<file path="config.mk">
export PLATFORM = sky130hd
export DESIGN_NAME = uart_tx_arbiter
export DESIGN_NICKNAME = d
export VERILOG_FILES = /design/src/rtl/uart_arb_pkg.sv /design/src/rtl/arb_byte_fifo.sv /design/src/rtl/uart_tx_arbiter.sv
export SDC_FILE = /design/constraint.sdc
export NUM_CORES = 1
export LEC_CHECK = 0
export CORE_ASPECT_RATIO = 0.6
export CORE_MARGIN = 4
export CORE_UTILIZATION = 30
export CTS_CLUSTER_DIAMETER = 30
export DETAILED_ROUTE_END_ITERATION = 10
export PLACE_DENSITY = 0.58
export SETUP_SLACK_MARGIN = 0.15
export SYNTH_ARGS = -nofsm -noshare
export SYNTH_HDL_FRONTEND = slang
export SYNTH_SLANG_ARGS = --single-unit
</file>
<file path="constraint.sdc">
create_clock -name CLK -period 4.56 [get_ports CLK]
set_clock_uncertainty 0.05 [all_clocks]
set_input_delay 0.456 -clock CLK [delete_from_list [all_inputs] [get_ports CLK]]
set_output_delay 0.456 -clock CLK [all_outputs]
set_load 0.02 [all_outputs]
</file>
<file path="src/rtl/uart_arb_pkg.sv">
// Shared types and helpers for the two-source UART transmit arbiter.
// Optional source-tag headers are enabled with UART_ARB_TAG_EN.
package uart_arb_pkg;

  localparam int BYTE_W = 8;
  localparam logic [BYTE_W-1:0] TAG_BASE = 8'hF0;

  typedef enum logic [2:0] {
    IDLE,
    ISSUE,
    WAIT_BUSY,
    WAIT_DONE
`ifdef UART_ARB_TAG_EN
    ,
    HDR_ISSUE,
    HDR_WAIT
`endif
  } arb_state_e;

  // Strict alternation when both sources are pending.
  function automatic logic arb_pick(input logic ne0, input logic ne1, input logic last_src);
    if (ne0 && ne1) begin
      return ~last_src;
    end
    return ne0 ? 1'b0 : 1'b1;
  endfunction

  function automatic logic [BYTE_W-1:0] tag_byte(input logic src);
    return TAG_BASE | {{(BYTE_W-1){1'b0}}, src};
  endfunction

endpackage

</file>
<file path="src/rtl/arb_byte_fifo.sv">
// Small byte FIFO for one arbiter requester; full/empty come straight
// from the registered occupancy count.
module arb_byte_fifo
  import uart_arb_pkg::*;
#(
  parameter int DEPTH = 4
) (
  input  logic              clk,
  input  logic              rst_n,
  input  logic              push,
  input  logic [BYTE_W-1:0] wdata,
  input  logic              pop,
  output logic [BYTE_W-1:0] rdata,
  output logic              full,
  output logic              empty
);

  localparam int PTR_W = $clog2(DEPTH);
  localparam logic [PTR_W:0] FULL_CNT = (PTR_W+1)'(DEPTH);

  logic [BYTE_W-1:0] mem [DEPTH];
  logic [PTR_W-1:0]  wr_ptr;
  logic [PTR_W-1:0]  rd_ptr;
  logic [PTR_W:0]    count;
  logic              push_ok;
  logic              pop_ok;

  assign full    = (count == FULL_CNT);
  assign empty   = (count == '0);
  // A full FIFO refuses a push even when a pop happens in the same cycle.
  assign push_ok = push && !full;
  assign pop_ok  = pop && !empty;
  assign rdata   = mem[rd_ptr];

  always_ff @(posedge clk) begin
    if (push_ok) begin
      mem[wr_ptr] <= wdata;
    end
  end

  always_ff @(posedge clk or negedge rst_n) begin
    if (!rst_n) begin
      wr_ptr <= '0;
      rd_ptr <= '0;
      count  <= '0;
    end else begin
      if (push_ok) begin
        wr_ptr <= wr_ptr + PTR_W'(1);
      end
      if (pop_ok) begin
        rd_ptr <= rd_ptr + PTR_W'(1);
      end
      case ({push_ok, pop_ok})
        2'b10:   count <= count + (PTR_W+1)'(1);
        2'b01:   count <= count - (PTR_W+1)'(1);
        default: count <= count;
      endcase
    end
  end

endmodule

</file>
<file path="src/rtl/uart_tx_arbiter.sv">
// Round-robin sharing of one UART transmitter between two byte FIFOs.
// Define UART_ARB_TAG_EN to prefix each change of source with a tag byte.
module uart_tx_arbiter
  import uart_arb_pkg::*;
#(
  parameter int DEPTH        = 4,
  parameter int BUSY_TIMEOUT = 16
) (
  input  logic              CLK,
  input  logic              XRST,
  input  logic [BYTE_W-1:0] req0_data,
  input  logic              req0_valid,
  output logic              req0_ready,
  input  logic [BYTE_W-1:0] req1_data,
  input  logic              req1_valid,
  output logic              req1_ready,
  output logic [BYTE_W-1:0] tx_data,
  output logic              tx_go,
  input  logic              tx_busy,
  output logic              grant_src,
  output logic              timeout_err
);

  localparam int CNT_W = (BUSY_TIMEOUT > 2) ? $clog2(BUSY_TIMEOUT) : 1;
  localparam logic [CNT_W-1:0] CNT_LAST = CNT_W'(BUSY_TIMEOUT - 1);

  arb_state_e        state;
  arb_state_e        state_nxt;
  logic [BYTE_W-1:0] tx_data_nxt;
  logic              grant_nxt;
  logic              err_nxt;
  logic [CNT_W-1:0]  cnt;
  logic [CNT_W-1:0]  cnt_nxt;

  logic [BYTE_W-1:0] rdata0;
  logic [BYTE_W-1:0] rdata1;
  logic              full0;
  logic              full1;
  logic              empty0;
  logic              empty1;
  logic              pop0;
  logic              pop1;
  logic              sel;
  logic [BYTE_W-1:0] head;

`ifdef UART_ARB_TAG_EN
  logic hdr_pend;
  logic hdr_pend_nxt;
  logic tag_valid;
  logic tag_valid_nxt;
`endif

  arb_byte_fifo #(.DEPTH(DEPTH)) u_fifo0 (
    .clk   (CLK),
    .rst_n (XRST),
    .push  (req0_valid),
    .wdata (req0_data),
    .pop   (pop0),
    .rdata (rdata0),
    .full  (full0),
    .empty (empty0)
  );

  arb_byte_fifo #(.DEPTH(DEPTH)) u_fifo1 (
    .clk   (CLK),
    .rst_n (XRST),
    .push  (req1_valid),
    .wdata (req1_data),
    .pop   (pop1),
    .rdata (rdata1),
    .full  (full1),
    .empty (empty1)
  );

  assign req0_ready = !full0;
  assign req1_ready = !full1;
  assign sel        = arb_pick(!empty0, !empty1, grant_src);
  assign head       = sel ? rdata1 : rdata0;

`ifdef UART_ARB_TAG_EN
  assign tx_go = (state == ISSUE) || (state == HDR_ISSUE);
`else
  assign tx_go = (state == ISSUE);
`endif

  always_ff @(posedge CLK or negedge XRST) begin
    if (!XRST) begin
      state       <= IDLE;
      tx_data     <= '0;
      grant_src   <= 1'b1;
      timeout_err <= 1'b0;
      cnt         <= '0;
`ifdef UART_ARB_TAG_EN
      hdr_pend    <= 1'b0;
      tag_valid   <= 1'b0;
`endif
    end else begin
      state       <= state_nxt;
      tx_data     <= tx_data_nxt;
      grant_src   <= grant_nxt;
      timeout_err <= err_nxt;
      cnt         <= cnt_nxt;
`ifdef UART_ARB_TAG_EN
      hdr_pend    <= hdr_pend_nxt;
      tag_valid   <= tag_valid_nxt;
`endif
    end
  end

  always_comb begin
    state_nxt     = state;
    tx_data_nxt   = tx_data;
    grant_nxt     = grant_src;
    err_nxt       = timeout_err;
    cnt_nxt       = cnt;
    pop0          = 1'b0;
    pop1          = 1'b0;
`ifdef UART_ARB_TAG_EN
    hdr_pend_nxt  = hdr_pend;
    tag_valid_nxt = tag_valid;
`endif

    case (state)
      IDLE: begin
        if (!empty0 || !empty1) begin
          grant_nxt = sel;
`ifdef UART_ARB_TAG_EN
          if (!tag_valid || (sel != grant_src)) begin
            tx_data_nxt = tag_byte(sel);
            state_nxt   = HDR_ISSUE;
          end else begin
            pop0        = !sel;
            pop1        = sel;
            tx_data_nxt = head;
            state_nxt   = ISSUE;
          end
`else
          pop0        = !sel;
          pop1        = sel;
          tx_data_nxt = head;
          state_nxt   = ISSUE;
`endif
        end
      end

      ISSUE: begin
        cnt_nxt   = '0;
        state_nxt = WAIT_BUSY;
      end

      WAIT_BUSY: begin
        if (tx_busy) begin
          state_nxt = WAIT_DONE;
        end else if (cnt == CNT_LAST) begin
          err_nxt   = 1'b1;
          state_nxt = IDLE;
        end else begin
          cnt_nxt = cnt + CNT_W'(1);
        end
      end

      WAIT_DONE: begin
        if (!tx_busy) begin
`ifdef UART_ARB_TAG_EN
          // Header finished: the data byte of the granted source follows.
          if (hdr_pend) begin
            hdr_pend_nxt = 1'b0;
            pop0         = !grant_src;
            pop1         = grant_src;
            tx_data_nxt  = grant_src ? rdata1 : rdata0;
            state_nxt    = ISSUE;
          end else begin
            state_nxt = IDLE;
          end
`else
          state_nxt = IDLE;
`endif
        end
      end

`ifdef UART_ARB_TAG_EN
      HDR_ISSUE: begin
        cnt_nxt   = '0;
        state_nxt = HDR_WAIT;
      end

      HDR_WAIT: begin
        if (tx_busy) begin
          hdr_pend_nxt  = 1'b1;
          tag_valid_nxt = 1'b1;
          state_nxt     = WAIT_DONE;
        end else if (cnt == CNT_LAST) begin
          // The whole tagged transfer is dropped; the next byte re-tags.
          err_nxt       = 1'b1;
          tag_valid_nxt = 1'b0;
          pop0          = !grant_src;
          pop1          = grant_src;
          state_nxt     = IDLE;
        end else begin
          cnt_nxt = cnt + CNT_W'(1);
        end
      end
`endif

      default: begin
        state_nxt = IDLE;
      end
    endcase
  end

endmodule

</file>
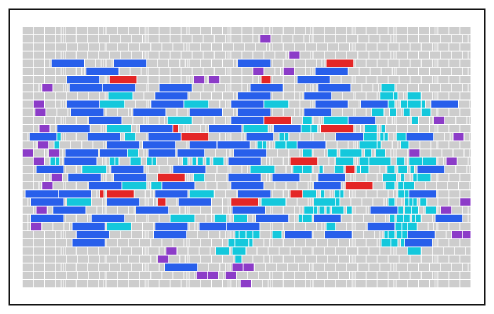
(run_1/class_map.png)
Drawn at 3 px/um. Fill, decap, tap and diode cells in grey.
remaining logic cells -> cyan  # cells 147
remaining buffers and delay cells -> purple  # cells 34
registers -> blue  # cells 94
clock drivers and dummy loads -> red  # cells 16
Final Cell Area: 4860 sq um
final core occ: 37.4%
row count: 32
Seq/total area: 55.0%

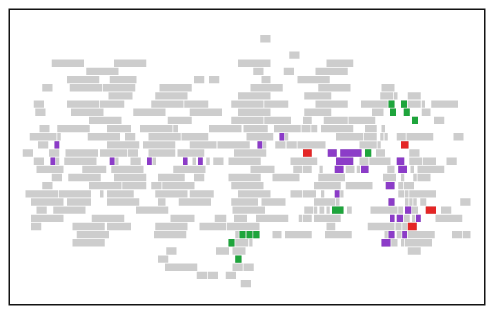
(run_1/gates.png)
Drawn at 3 px/um.
and/or cells -> green  # cells 12, most used and3_1
non-inverting ao/oa cells -> red  # cells 4, where right middle
aoi and oai cells -> purple  # cells 25, most used o21ai_0

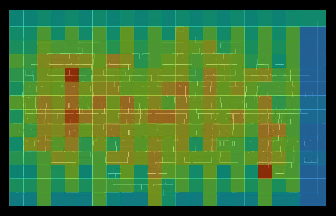
(run_1/congestion_map.png)
WL per Instance: 16.5 um
met2 GRT Util: 14.3%
Total GRT Usage: 10.7%
GRT met3 Usage: 3.59%

==> impl_metrics.tcl, run 1 <==
# yosys + openroad results
set metrics [dict create \
    synth.top_cell.area_share_pct 47.5 \
    critical_path_class "reg -> reg" \
    ant_nets 0 \
    areaGrowthSynthToFinish_pct 20.0 \
    setup_viol_count_final 0 \
    die_x_um 158 \
    lay_top_cells "edfxtp_1, clkdlybuf4s50_1, dfrtp_1" \
    power.switching_mw 1.12 \
    clock_latency_ns 0.34 \
    post-route-min-period_ns 2.46 \
    min_path_type "reg -> reg" \
    warnings 35 \
    synthAoiAreaFrac_pct 5.31 \
    cts_sinks 94 \
    critical_path_arrival_ns 2.68 \
    cp_cell_sequence "nor3_4 > o21ai_2 > nor2_1 > ha_1 > inv_1 > fa_1 > xor2_1 > nor2_1 > xor2_1" \
    synth_cell_types 47 \
    avgSynthCellArea_sq_um 16.4 \
    synth-main-ff-cell "edfxtp_1" \
    fin_cells 461 \
    adder_share_pct 5.62 \
    ys_sh_mux_pct 12.0 \
    ys_cells 247 \
    cts_resized 0 \
    fp_util_pct 31.1 \
    finalHoldViolCount 0 \
    swShare_pct 34.2 \
    syn-num-nets 285 \
    fin_tns_setup_ns 0 \
    ys_warn_count 0 \
    routed_wirelength_um 7610 \
    end_kind "flop" \
    yosysChipArea_sq_um 4050 \
    ys_sh_simple_pct 5.96 \
    cp_slowest_cell "dfrtp_1" \
    synth_area_sq_um 4050 \
    via_per_inst 4.65 \
    max_stage_delay_ns 0.45 \
    antenna_found_initial 0 \
    dpl.hpwl_um 5530 \
    maxSlewViolCount 0 \
    hold_buffers 0 \
    drv_cap 0 \
    hold-worst-slack_ns 0.438 \
    cts_tree "done" \
    synth_async_sr_flop_share_pct 31.9 \
    chipArea_sq_um 15500 \
    drtIter0Drc 130 \
    cp_max_fo 9 \
    clockBufferDepth 2 \
    postPlaceCellArea_sq_um 4560 \
    cp.required_ns 4.78 \
    overflow 0 \
    status "completed" \
    cts_root_buf "clkbuf_16" \
    logic_family "multiplexers" \
    combPwrFrac_pct 34.3 \
    tightest_slew_ns 0.631 \
    fmax_mhz 406 \
    portBuffers 33 \
    fp.dieH_um 98 \
    htreeDepth 3 \
    ios 34 \
    yosys.area.top_type "edfxtp_1" \
    total_leakage_power_nw 1.82 \
    cp-start-kind "flop" \
    gp_congestion 0.731 \
    dpl.cell_count 445 \
    diodes 0 \
    rsz0062_at_grt "false" \
]
## run 1: synth_stat cells, types with 2 or more instances
| master | number |
|---|---|
| fa_1 | 2 |
| nor3_1 | 2 |
| buf_4 | 2 |
| mux2_2 | 3 |
| a21oi_1 | 2 |
| inv_1 | 17 |
| dfrtp_1 | 29 |
| and2_1 | 2 |
| nand4_1 | 2 |
| ha_1 | 15 |
| o21ai_0 | 9 |
| and3_1 | 8 |
| nor4_1 | 2 |
| nor2b_1 | 2 |
| a31oi_1 | 3 |
| nor2_1 | 5 |
| mux4_2 | 16 |
| nand3_1 | 4 |
| edfxtp_1 | 64 |
| xnor2_1 | 7 |
| buf_1 | 2 |
| xor2_1 | 5 |
| mux2i_1 | 9 |
| nand2_1 | 12 |
## run 1: final timing paths
path / from / to / slack, ns / cells past startpoint
max: u_fifo1.count[1] / u_fifo0.count[2] / 2.10 / 9
min: timeout_err / timeout_err / 0.44 / 1
max reg2reg: u_fifo1.count[1] / u_fifo0.count[2] / 2.10 / 9
min reg2reg: timeout_err / timeout_err / 0.44 / 1
max in group asynchronous: XRST / grant_src / 3.66 / 2
min in group asynchronous: XRST / u_fifo1.count[2] / 0.46 / 2
## run 1: per-layer routing
metal	vias to the layer above	global-route usage, %	routed length, um
li1	1012	-	-
met1	1086	16.0	4040
met2	34	14.3	3150
met3	10	3.59	303
met4	0	4.13	114
met5	-	0	0
## run 1: metrics by stage
stage | setup slack [ns] | utilization, %
3_5_place_dp | 2.09 | 35.1
4_1_cts | 2.06 | 37.4
2_1_floorplan | 2.35 | -
3_3_place_gp | 2.14 | 35.1
6_report | 2.10 | 37.4
5_1_grt | 1.95 | 37.4
## run 1: power groups by stage
stage	sequential (mW)	clock, mW	combinational, mW
global route	1.43	0.818	1.25
CTS	1.40	0.779	1.14
detailed placement	1.41	0	1.14
finish	1.39	0.759	1.12
floorplan	1.34	0	0.864
global placement	1.41	0	1.11
## run 1: registers in the layout, summed over array words and instances (netlist names)
name	flops
cnt	4
grant_src	1
state	2
timeout_err	1
tx_data	8
u_fifo0.count	3
u_fifo0.mem	32
u_fifo0.rd_ptr	2
u_fifo0.wr_ptr	2
u_fifo1.count	3
u_fifo1.mem	32
u_fifo1.rd_ptr	2
u_fifo1.wr_ptr	2
## run 1: worst reg2reg max path, cell delays in order (launching register included)
cell and delay, ns:
dfrtp_1 0.45, nor3_4 0.34, o21ai_2 0.25, nor2_1 0.24, ha_1 0.22, inv_1 0.06
fa_1 0.37, xor2_1 0.15, nor2_1 0.11, xor2_1 0.15
## run 1: cell type report
| class | count | area [sq um] |
|---|---|---|
| Clock buffer | 10 | 229 |
| Fill cell | 1213 | 8150 |
| Sequential cell | 94 | 2670 |
| Timing Repair Buffer | 34 | 338 |
| Multi-Input combinational cell | 130 | 1270 |
| Inverter | 17 | 63.8 |
| Tap cell | 170 | 213 |
| Clock inverter | 6 | 71.3 |
==> run 2, diff against run 1 <==
PLACE_DENSITY = 0.59   (was 0.58)
clock period = 2.1 ns   (was 4.56 ns; I/O delays follow)
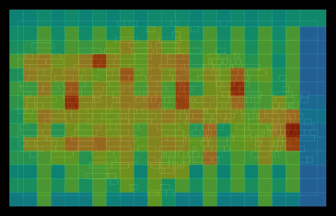
(run_2/congestion_map.png)
WL per Instance: 16.0 um
Total GRT Usage: 10.7%
final core occ: 39.1%

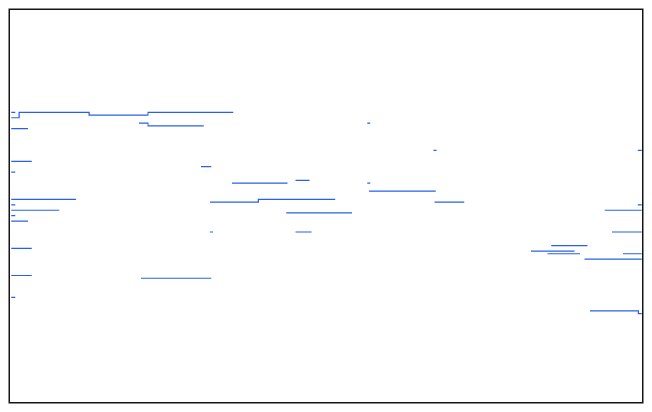
(run_2/m3.png)
Drawn at 4 px/um.
longest straight run = 21.2 um
nets with wire on the layer = 27
wire length on this layer = 316 um
share of all routed wire = 4.1%

==> run 2 against run 1 <==
Effect of this change:
- clock-buffer cell count unchanged
- sequential power increased by 110%
- sequential share of layout area decreased by 2.4 points
- die area unchanged
- global-route usage about the same
- routed wire length increased by 2.1%
- flip-flop count unchanged
- critical path depth decreased by 4
- final cell count increased by 5.2%
- via count increased by 4.7%
- first-iteration DRC count decreased by 11%
- critical endpoint is now u_fifo1.count[1]
==> impl_metrics.tcl, run 2 <==
# yosys + openroad results
set metrics [dict create \
    reg2regPathDepth 5 \
    synth_cell_types 47 \
    clock_latency_ns 0.34 \
    nNetsFinal 348 \
    grtUsageMet2_pct 15.5 \
    crit_family "adder cells" \
    yosys.area.top_type "edfxtp_1" \
    cts_buffers 9 \
    top_cell "edfxtp_1" \
    worstSetupStartpoint "u_fifo0.count[2]" \
    hold-worst-slack_ns 0.205 \
    cp_max_fo 2 \
    tightest_slew_ns 0.502 \
    cp.required_ns 2.28 \
    overflow 0 \
    comb_area_sq_um 1320 \
    power-per-cell-area_nw_per_um2 1480 \
    use_met1_pct 15.5 \
    finalClockPeriodUsage_pct 99.3 \
    regToRegEndpoint "u_fifo1.count[1]" \
    status "completed" \
    postPlaceCellArea_sq_um 4720 \
    mostFrequentLayoutCell "edfxtp_1" \
    avgSynthCellArea_sq_um 16.4 \
    critical_path_class "reg -> reg" \
    synth_area_sq_um 4050 \
    top_usage_layer "met2" \
    portBuffers 33 \
    worst-path-stages 5 \
    synth.top_cell.area_share_pct 47.5 \
    num_rows 32 \
    cts_tree "done" \
    ios 34 \
    warnings 38 \
    synth_seq_share_pct 66.0 \
    synth_cells 247 \
    via_per_inst 4.62 \
    slew_headroom_pct 66.6 \
    top_regs "u_fifo0.mem (32), u_fifo1.mem (32), tx_data (8)" \
    gp_congestion 0.805 \
    clockBufferDepth 2 \
    areaGrowthSynthToFinish_pct 25.7 \
    fin_tns_setup_ns 0 \
    routed_wirelength_um 7770 \
    rr_startpoint "u_fifo0.count[2]" \
    gr-usage-met3_pct 3.54 \
    end_kind "flop" \
    synth.cells.most_frequent "edfxtp_1, dfrtp_1, inv_1" \
    cp-start-kind "flop" \
    drc 0 \
    cp_slowest_cell "fa_2" \
    ys_ff 94 \
    vias 2243 \
    drtIter0Drc 116 \
    grt_pass1_wl_um 12600 \
    chipArea_sq_um 15500 \
    grt_max_degree 31 \
    core-area_sq_um 13000 \
    lay_top_cells "edfxtp_1, clkdlybuf4s50_1, dfrtp_1" \
    setup_viol_count_final 0 \
    fp_util_pct 31.1 \
    finalHoldViolCount 0 \
    final_area_sq_um 5090 \
    critical_path_arrival_ns 2.26 \
    syn-num-nets 285 \
    endpoint "u_fifo1.count[1]" \
    maxSlewViolCount 0 \
    total_leakage_power_nw 1.93 \
    grt_pass1_vias 2350 \
    clk_pin_slew_ns 0.07 \
    post-route-min-period_ns 2.09 \
    topCellsByArea "edfxtp_1, dfrtp_1, mux4_2" \
    firstDrtPassIters 4 \
    ir_drop_mv 0.592 \
    rsz0062_at_grt "true" \
    fill_cells 1200 \
    cp_cell_sequence "or3_4 > a211oi_4 > ha_2 > fa_2 > mux2_2" \
    total_power_mw 7.52 \
    critPathBufInv 0 \
    antenna_found_initial 0 \
    synth-main-ff-cell "edfxtp_1" \
    drive_gt1_share_pct 25.7 \
    dpl.hpwl_um 5620 \
    fp.dieH_um 98 \
    min_path_type "in -> async" \
    drv_cap 0 \
    ys_cells 247 \
    seqCellArea_sq_um 2680 \
    rrSetupSlack_ns 0.01 \
    ant_nets 0 \
    diodes 0 \
    cts_root_buf "clkbuf_16" \
    max_stage_delay_ns 0.42 \
    yosysChipArea_sq_um 4050 \
    htreeDepth 3 \
    cts_sinks 94 \
    die_x_um 158 \
    synth_async_sr_flop_share_pct 31.9 \
    fmax_mhz 479 \
    ys_warn_count 0 \
    edf_count 64 \
]
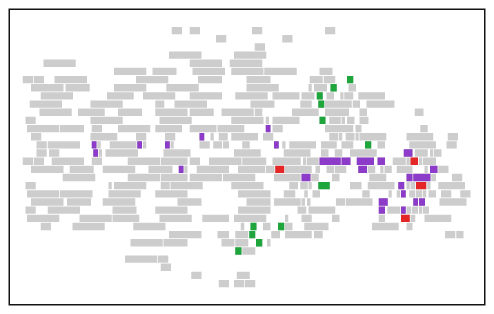
(run_2/gates.png)
Drawn at 3 px/um.
and/or cells -> green  # cells 12, most used and3_1
aoi and oai cells -> purple  # cells 25, most used o21ai_0
non-inverting ao/oa cells -> red  # cells 4, where right middle

run 2: timing repair:
action / CTS / global route
endpoints found under the setup margin: 5 / 6
gates resized: 2 / 8
pin swaps: 3 / 8
buffers inserted: 4 / 4
hold buffers: 0 / 0
run 2: area by class of cell:
| class | instances | area share, % |
|---|---|---|
| clock buffer | 10 | 4.50 |
| sequential | 94 | 52.6 |
| timing repair buffer | 58 | 10.3 |
| tap | 170 | 4.18 |
| clock inverter | 6 | 1.16 |
| multi-input combinational | 130 | 26.0 |
| inverter | 17 | 1.25 |
run 2: worst min path at each step:
stage / start / end / slack, ns
after floorplan: XRST / cnt[0] / -0.14
after global placement: timeout_err / timeout_err / 0.41
after detailed placement: timeout_err / timeout_err / 0.42
after CTS: XRST / state[1] / 0.22
after global routing: XRST / state[1] / 0.25
final: XRST / cnt[3] / 0.21
run 2: worst register-to-register path, cell delays in order, from the launching register on:
cell and delay (ns):
dfrtp_1 0.38, or3_4 0.40, a211oi_4 0.22, ha_2 0.24
fa_2 0.42, mux2_2 0.26
run 2: per-layer routing:
layer | wire length [um] | part of all wire (%)
met1 | 3910 | 50
met2 | 3460 | 45
met4 | 83 | 1.1
met5 | 0 | 0
met3 | 315 | 4.1
run 2: logic make-up after synthesis:
logic type	count (synthesis)	synth area share [%]
xor gates and xnor gates	12	2.59
adders and majority gates	17	5.62
muxes	28	12.0
and+or+nand+nor	44	5.96
DFF	94	66.0
AOI/OAI and AO/OA	29	5.31
buffers and inverters	23	2.53
run 2: power by group:
part	switching [mW]	internal (mW)
sequential	0.343	2.55
clock	0.742	0.837
combinational	1.52	1.53
run 2: stage by stage:
stage / setup slack (ns) / instances / util (%)
final: 0.0143 / 485 / 39.1
after detailed placement: -0.0731 / 461 / 36.2
after CTS: 0.0131 / 481 / 38.7
after floorplan: -0.0698 / 247 / -
after global routing: -0.0584 / 485 / 39.1
after global placement: 0.0219 / 461 / 36.2
==> run 3, diff against run 2 <==
--- a/config.mk
+++ b/config.mk
@@ -17 +17,2 @@
 export SYNTH_SLANG_ARGS = --single-unit
+export TNS_END_PERCENT = 1
==> constraint.sdc (replaced) <==
create_clock -name CLK -period 2.1 [get_ports CLK]
set_clock_uncertainty 0.05 [all_clocks]
set_input_delay 0.42 -clock CLK [delete_from_list [all_inputs] [get_ports CLK]]
set_output_delay 0.42 -clock CLK [all_outputs]
set_load 0.02 [all_outputs]
==> run 3 against run 2 <==
Effect of this change:
- the run now ends with setup timing left
- first-iteration DRC count is 9.5% lower
- non-clock buffer count is 7 higher
- combinational power is 3% lower
- sequential power hardly changed
- clock-buffer cell count is 1 lower
- sequential share of layout area is 0.31 points lower
- synthesized area stayed put
- worst setup slack worse by 0.037 ns
==> impl_metrics.tcl, run 3 <==
# yosys + openroad results
set metrics [dict create \
    antenna_found_initial 0 \
    nNetsFinal 355 \
    syn-num-nets 285 \
    ant_nets 0 \
    warnings 38 \
    power-per-cell-area_nw_per_um2 1470 \
    min_path_type "in -> async" \
    pre_cts_slack_ns -0.186 \
    synth_async_sr_flop_share_pct 31.9 \
    fmax_mhz 471 \
    grt_pass1_vias 2399 \
    maxSlewViolCount 0 \
    grt_usage_pct 11.0 \
    status "finished with violations" \
    yosysChipArea_sq_um 4050 \
    topCellsByArea "edfxtp_1, dfrtp_1, mux4_2" \
    num_rows 32 \
    htreeDepth 3 \
    top_regs "u_fifo0.mem (32), u_fifo1.mem (32), tx_data (8)" \
    hold_buffers 0 \
    via_per_inst 4.68 \
    tightest_slew_ns 0.463 \
    max_stage_delay_ns 0.41 \
    post-cts-setup-buffers 0 \
    synth_cell_types 47 \
    core-area_sq_um 13000 \
    finalClockPeriodUsage_pct 101 \
    drive_gt1_share_pct 25.8 \
    synth_cells 247 \
    cp_cell_sequence "or3_4 > a211oi_4 > ha_2 > fa_1 > mux2_2" \
    vias 2301 \
    grt_pass1_wl_um 12800 \
    fp.dieH_um 98 \
    cp_max_fo 2 \
    cp_slowest_cell "or3_4" \
    cp.required_ns 2.28 \
    cp-start-kind "flop" \
    overflow 0 \
    wl_per_cell_um 15.8 \
    setup_viol_count_final 2 \
    drtIter0Drc 105 \
    fp_util_pct 31.1 \
    top_cell "edfxtp_1" \
    ios 34 \
    cts_sinks 94 \
    total_leakage_power_nw 1.98 \
    lay_top_cells "edfxtp_1, buf_4, clkdlybuf4s50_1" \
    grt_max_degree 31 \
    violations "setup timing" \
    clock_latency_ns 0.34 \
    fin_ws_ns -0.0230 \
    yosys.area.top_type "edfxtp_1" \
    slew_headroom_pct 69.1 \
    diodes 0 \
    firstDrtPassIters 4 \
    clockBufferDepth 2 \
    chipArea_sq_um 15500 \
    critical_path_class "reg -> reg" \
    ir_drop_mv 0.514 \
    finalHoldViolCount 0 \
    portBuffers 33 \
    synth_seq_share_pct 66.0 \
    routed_wirelength_um 7780 \
    edf_count 64 \
    ys_warn_count 0 \
    critical_path_arrival_ns 2.30 \
    synth_area_sq_um 4050 \
    rsz0062_at_grt "true" \
    drv_cap 0 \
    clk_pin_slew_ns 0.07 \
    end_kind "flop" \
    ys_ff 94 \
    cts_tree "done" \
    post-route-min-period_ns 2.12 \
]
[run 3: kinds of logic (layout without fill, tap and decap cells)]
logic type,Yosys count,count (layout),synth area share (%)
flops,94,94,66.0
compound gates,29,29,5.31
fa+ha+maj,17,17,5.62
xor+xnor,12,12,2.59
buf+inv,23,98,2.53
mux,28,28,12.0
simple gates,44,44,5.96
[run 3: worst paths after layout]
check | startpoint | to | slack, ns | depth (start not counted)
worst max-delay path | u_fifo0.count[1] | u_fifo1.count[1] | -0.02 | 5
worst min-delay path | XRST | u_fifo1.count[1] | 0.43 | 2
worst max register to register | u_fifo0.count[1] | u_fifo1.count[1] | -0.02 | 5
worst min register to register | timeout_err | timeout_err | 0.44 | 1
max in group asynchronous | XRST | grant_src | 1.23 | 2
min in group CLK | timeout_err | timeout_err | 0.44 | 1
[run 3: repair_timing]
action | 4_1_cts | 5_1_grt
endpoints found under the setup margin | 8 | 7
gates resized | 12 | 3
pin swaps | 1 | 0
[run 3: power by group]
group	internal [mW]	switching, mW
Combinational	1.50	1.46
Clock	0.937	0.710
Sequential	2.55	0.359
[run 3: final cells by class]
| type | count | area [sq um] |
|---|---|---|
| Fill cell | 1196 | 7900 |
| Sequential cell | 94 | 2680 |
| Multi-Input combinational cell | 130 | 1290 |
| Timing Repair Buffer | 65 | 571 |
| Clock buffer | 9 | 225 |
| Tap cell | 170 | 213 |
| Clock inverter | 7 | 78.8 |
| Inverter | 17 | 63.8 |
[run 3: metrics by stage]
| stage | total power [mW] | instances | hold slack, ns | cell area, sq um | TNS, ns |
|---|---|---|---|---|---|
| finish | 7.51 | 492 | 0.431 | 5120 | -0.0231 |
| global placement | 5.83 | 476 | 0.407 | 4810 | -0.203 |
| CTS | 7.63 | 492 | 0.438 | 5120 | -0.0631 |
| detailed placement | 5.95 | 476 | 0.426 | 4810 | -0.362 |
| global route | 8.04 | 492 | 0.459 | 5120 | -0.245 |
| floorplan | 4.80 | 247 | 0.0744 | 4060 | -0.137 |
[run 3: layer usage]
layer,routed length [um],up-vias,GRT usage [%]
met5,0,-,0
met4,111,0,3.34
met3,428,12,4.34
met2,3460,50,15.8
met1,3780,1166,15.4
li1,-,1073,-
[run 3: critical path: cells and delay by family (launching register included)]
family / cells / cell delay [ns]
adders and majority gates: 2 / 0.64
and+or+nand+nor: 1 / 0.41
DFF: 1 / 0.39
AOI/OAI and AO/OA: 1 / 0.26
muxes: 1 / 0.26
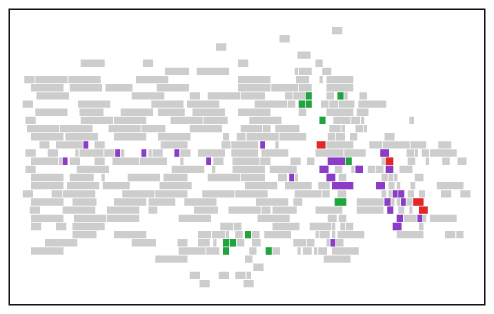
(run_3/gates.png)
Drawn at 3 px/um.
non-inverting ao/oa cells -> red  # cells 4, where right middle
and/or cells -> green  # cells 12, most used and3_1
aoi and oai cells -> purple  # cells 25, most used o21ai_0
Final Non-Filler Cells: 492
fraction of area in multi-input gates: 25.2%
most frequent logic cell in the layout: edfxtp_1

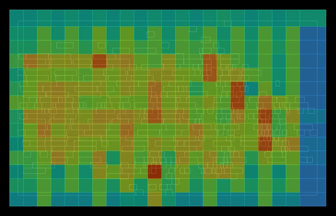
(run_3/congestion_map.png)
met2 GRT Util: 15.8%
GRT met1 Usage: 15.4%
final core occ: 39.3%

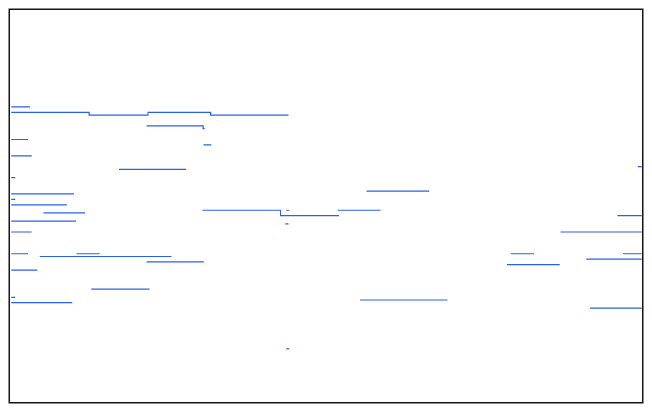
(run_3/m3.png)
Drawn at 4 px/um.
longest straight run = 32.7 um
nets with wire on the layer = 29
wire length on this layer = 429 um
share of all routed wire = 5.5%

Power and IR drop assume default switching activity.
